==> run_1/flops_by_reg.png <==
(4 px per um) Other sequential cells in the stronger grey, the rest of the logic in the fainter grey.
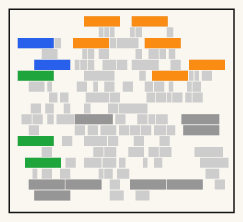
==> run_1/congestion.png <==
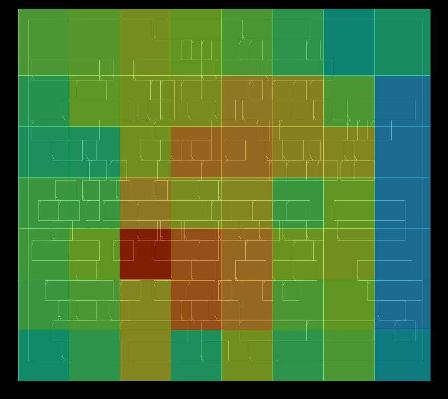
==> run_1/detail.png <==
Region (15, 3) to (40, 28) um. Cells in grey, sequential cells in the stronger grey; small squares are vias.
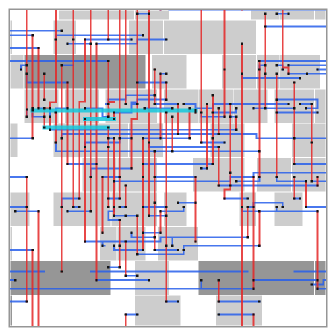
==> run_1/io_placement.png <==
(8 px per um) Pins as bars across the die edge, other pins in grey.
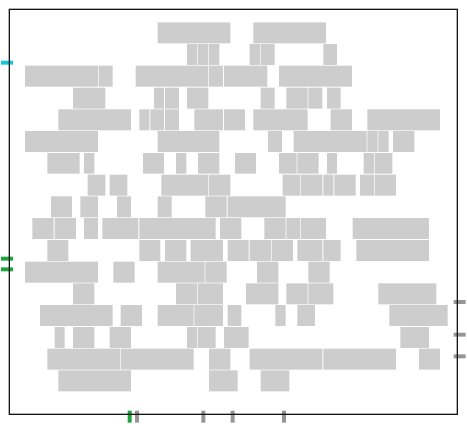
Design reset_sequencer, sky130hd; sources not shown.
==> summary.txt, run 1 <==
Synthesis and PnR results.

- The worst slack on hold paths is about 0.22 ns.
- The total number of vias reads 799.
- Counting every sink on the clock net gives 19.
- The DRC marker count from the first detailed-route iteration is 20.
- The post-detailed-placement half-perimeter wirelength reads roughly 1.6 mm.
- The number of cells in the finished layout apart from fillers reads 150.
- Of the total power, registers draw between 30% and 40%.
- The number of maximum-capacitance violations reads 0.
- The total count of hold-check failures in the final report reads 0.
- The detailed router put a total of between 1 and 1.5 mm of wire on met1.
- Subtracting the final worst setup slack from the clock period gives between 1.5 and 2 ns.
- The proportion of layout cells with a drive suffix above 1 reads 35.2%.
- The critical path's largest stage delay reads 0.43 ns.
- The share of total power consumed by net switching reads ~39%.
- The register with the most flip-flops in the layout has 6 of them.
- The met2 track demand over resource is between 20% and 30%.
- The DRC violation count after routing reads 0.
- Walking the critical path from launch to capture passes 4 cell instances.
- The number of warnings the tools reported reads 27.
- The number of instances resized during post-cts repair reads 0.
- The tally of filler cells in the layout is roughly 240.
- The global-route wire length before repair reads ~3.5 mm.
- The flow ran to the end, but the final reports show violations.
- The cell area after synthesis reads ~1000 um^2.
- The most common logic cells in the final layout are sky130_fd_sc_hd__buf_4 (23), sky130_fd_sc_hd__dfrtp_1 (17), sky130_fd_sc_hd__nand2_1 (11), sky130_fd_sc_hd__o21ai_0 (9), sky130_fd_sc_hd__o21a_1 (5).
- In this run the horizontal extent of the chip is roughly 56 um.
- STA classifies the critical path startpoint as a flip-flop.
- The required time of the critical path is ~1.8 ns.
- The maximum number of buffers from clock root to sink is 2.
- The group drawing the most power is combinational cells.
- The final timing report counts setup violations totalling 2.
- The worst path setup slack after routing is -0.0361 ns.
- Per the post-route antenna check, the number of violating nets is 0.
- The number of buffers created by CTS reads 3.
- The checks that failed: setup timing.
- The reported net switching power is roughly 700 uW.
- The aggregate routed wire length reads about 2.2 mm.
Back to the opening pictures, flops_by_reg.png:
- orange: `cnt_q` (flops 6)
- blue: `idx_q` (flops 2)
- green: `rst_n_stage_Out` (flops 3)
register fraction of the total cell area: 36.7%
Storage cell area: 478 um^2
Power Sequential: 634 uW

Back to the opening pictures, congestion.png:
most used routing layer in global routing: met2
GRT Total Usage: 16.1%
Final Util: 52.8%
WL per Instance: 14.4 um

Back to the opening pictures, detail.png:
- cyan: metal 3
- red: metal 2
- blue: metal 1
- most frequent: buf_4 (11), clkdlybuf4s50_1 (2), dfrtp_1 (2)
- cells with their middle in the window: 38
- sequential cells in the window: 3

Back to the opening pictures, io_placement.png:
- cyan: `clk_In` (pins 1; direction input; edge left)
- green: `rst_n_stage_Out` (pins 3; direction output; edge 2 left, 1 bottom)
count of input and output buffers: 10
overall die height: 50.4 um

==> run 1: stage by stage <==
| stage | power, mW | utilization, % | setup WS [ns] | setup TNS [ns] |
|---|---|---|---|---|
| after floorplan | 1.05 | - | -0.291 | -2.22 |
| after global placement | 1.49 | 50.5 | -0.0306 | -0.0825 |
| after detailed placement | 1.51 | 50.5 | -0.0921 | -0.281 |
| after CTS | 1.74 | 51.5 | -0.0228 | -0.0279 |
| after global routing | 1.88 | 52.8 | -0.106 | -0.239 |
| final | 1.78 | 52.8 | -0.0361 | -0.0605 |
==> run 1: final cells by class <==
type	instances	area share (%)
Timing Repair Buffer	29	20.2
Tap cell	28	2.69
Inverter	1	0.288
Multi-Input combinational cell	69	38.2
Sequential cell	19	36.7
Clock buffer	4	2.02
==> run 2: changes to the inputs <==
--- a/config.mk
+++ b/config.mk
@@ -14,7 +14,7 @@
 export DETAILED_ROUTE_END_ITERATION = 16
 export PLACE_DENSITY_LB_ADDON = 0.15
 export REMOVE_ABC_BUFFERS = 1
-export SLEW_MARGIN = 20
+export SLEW_MARGIN = 10
 export SYNTH_ARGS = -nofsm -noshare
 export SYNTH_HDL_FRONTEND = slang
 export SYNTH_HIERARCHICAL = 1
==> run_2/logic_types.png <==
(4 px per um)
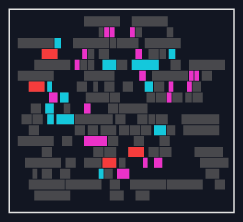
- red: mux cells (cells 4; most used mux2_1)
- cyan: nor cells (cells 12; most used nor3_1)
- magenta: nand cells (cells 18; most used nand2_1)
multi-input gate share of total cell area: 38.2%
final cell count without fillers: 150

==> summary.txt, run 2 <==
Synthesis and PnR results.

- The number of optimization iterations in the first detailed-route pass came to 4 (unchanged).
- The count of inserted antenna diode cells reads 0 (unchanged).
- The proportion of layout cells with a drive suffix above 1 reads 35.2% (unchanged).
- The total number of vias reads 799 (unchanged).
- The synthesized instance count was 94 (unchanged).
- The worst-path cell with the longest stage delay was sky130_fd_sc_hd__dfrtp_1 (unchanged).
- The CTS H-tree depth is 1 (unchanged).
- The sink count of the clock tree is 19 (unchanged).
- The chip area reads 2820 um^2 (unchanged).
- The insertion delay at the late pin of the worst-skew pair reads 0.30 ns (about the same).
- The maximum number of buffers from clock root to sink is 2 (unchanged).
- The final design area excluding fillers is 1300 um^2 (unchanged).
- The total negative slack is -0.0605 ns (unchanged).
- The element type at the critical path start reads a flip-flop (unchanged).
- The max-slew violation count is 0 (unchanged).
- The total combinational power reads 910 uW (about the same).
- The cell area after synthesis was 991 um^2 (unchanged).
- The via-per-instance ratio was 5.33 (unchanged).
- The starting density of the core is 40.2% (unchanged).
- The total number of yosys warnings came to 6 (unchanged).
- The reported net switching power reads 687 uW (unchanged).
- The die width reads 55.8 um (unchanged).
- The number of antenna violations at the first check in global routing came to 0 (unchanged).
- The endpoint kind of the worst setup timing path reads a flip-flop (unchanged).
- The aggregate routed wire length reads 2.16 mm (unchanged).
- The worst path setup slack after routing is -0.0361 ns (unchanged).
- The core occupancy in the finished layout was 52.8% (unchanged).
- The shortest period the worst path allows reads 1.74 ns (unchanged).
- The global-route wire length before repair is 3.49 mm (unchanged).
- The power density over cell area is 1360 nW/um^2 (unchanged).
- The placement-stage cell area reads 1240 um^2 (unchanged).
- The DRC marker count from the first detailed-route iteration was 20 (unchanged).
- The die boundary height is 50.4 um (unchanged).
- The required time of the critical path reads 1.84 ns (about the same).
- The area added between synthesis and finish is 31.6% (unchanged).
- The share of the cycle needed by the critical path after routing is 102% (unchanged).
- The post-CTS repair timing setup buffer count reads 0 (unchanged).
- The share of power burned in combinational logic was 51.2% (about the same).
- The post-detailed-placement half-perimeter wirelength came to 1.57 mm (unchanged).
- The slack of the worst reg-to-reg path is -0.04 ns (about the same).
- The final weighted congestion in routability-driven placement is 0.752 (unchanged).
- The overall global routing resource usage is 16.1% (unchanged).
- The leakage component of the power came to 0.563 nW (unchanged).
- The worst slack on hold paths reads 0.224 ns (unchanged).
- The worst min-delay path category is input port to async pin (unchanged).
- The number of standard-cell rows in the floorplan reads 17 (unchanged).
- The group drawing the most power is combinational cells (unchanged).
- The total count of hold-check failures in the final report is 0 (unchanged).
- The part of the power in registers reads 35.7% (about the same).
- The data arrival time of the critical path is 1.87 ns (about the same).
- The tally of nets with antenna violations remaining after routing is 0 (unchanged).
- The number of warnings the tools reported reads 27 (unchanged).
- Outcome: complete, but fails checks (unchanged).
- The proportion of power drawn by the clock network is 13.1% (about the same).
- The clock-net power is 233 uW (about the same).
- The final setup violation count is 2 (unchanged).
- The most frequent standard cell in the layout excluding fill and tap cells is sky130_fd_sc_hd__buf_4 (unchanged).
- The root buffer cell reads sky130_fd_sc_hd__clkbuf_4 (unchanged).
- The number of global-route vias before repair was 741 (unchanged).
- Failing checks: setup timing (unchanged).
- The number of instances resized during post-cts repair is 0 (unchanged).
- The number of maximum-capacitance violations reads 0 (unchanged).
- The wire length per cell was 14.4 um (unchanged).
- The cell depth of the worst flop-to-flop path was 4 (unchanged).
- The tally of filler cells in the layout is 241 (unchanged).
- Most numerous logic cells after layout: sky130_fd_sc_hd__buf_4 (23), sky130_fd_sc_hd__dfrtp_1 (17), sky130_fd_sc_hd__nand2_1 (11), sky130_fd_sc_hd__o21ai_0 (9), sky130_fd_sc_hd__o21a_1 (5) (unchanged).
- The total of hold buffers inserted after clock tree synthesis is 0 (unchanged).
- The path type of the worst setup path is flip-flop to flip-flop (unchanged).
- The layout net count is 128 (unchanged).
- Unrepaired setup endpoints after global routing: yes (unchanged).
- The DRC violation count after routing is 0 (unchanged).
- The largest net degree at the start of global routing came to 20 (unchanged).
- The critical path's largest stage delay is 0.43 ns (about the same).
- The share of total power consumed by net switching was 38.7% (unchanged).
- The clock tree from TritonCTS reads yes (unchanged).
- The mean cell area of the mapped netlist was 10.5 um^2 (unchanged).
- The area of the core reads 2470 um^2 (unchanged).
- The sequential power reads 634 uW (about the same).
- The number of buffers created by CTS is 3 (unchanged).
- The worst slack after detailed placement is -0.0921 ns (unchanged).
- The largest voltage drop on the vdd net was 0.929 mV (unchanged).
- Sequence of cells on the critical path: nor3b_4, a31oi_2, nor3_2, mux2_1 (unchanged).
- The flip-flop count of the largest register after layout is 6 (unchanged).
- The total power consumption of the routed design is 1.78 mW (unchanged).
- The count of buffers from port buffering came to 10 (unchanged).
- The upper clock frequency limit reads 576 MHz (unchanged).
- The largest driver fanout on the critical path is 4 (unchanged).
==> run 2: cell counts in the layout (fill, tap and decap cells not counted) <==
Identical to the previous run, type by type.
==> run 2: cell type report <==
class	count	area (um^2)	area share [%]
clock buffer	4	26.3	2.02
inverter	1	3.75	0.288
multi-input combinational	69	498	38.2
sequential	19	478	36.7
tap	28	35.0	2.69
timing repair buffer	29	263	20.2
==> run 2: routing by layer <==
metal / global-route usage, % / share of wire (%)
met1: 21.4 / 48
met2: 26.7 / 48
met3: 2.32 / 3.2
met4: 6.10 / 1.2
met5: 0 / 0
==> run 2: worst max-delay path: cells and delay by family, from the launching register on <==
kind            cells  cell delay (ns)
flops               1             0.43
simple gates        2             0.62
mux                 1             0.35
compound gates      1             0.17
Power and IR drop assume default switching activity.
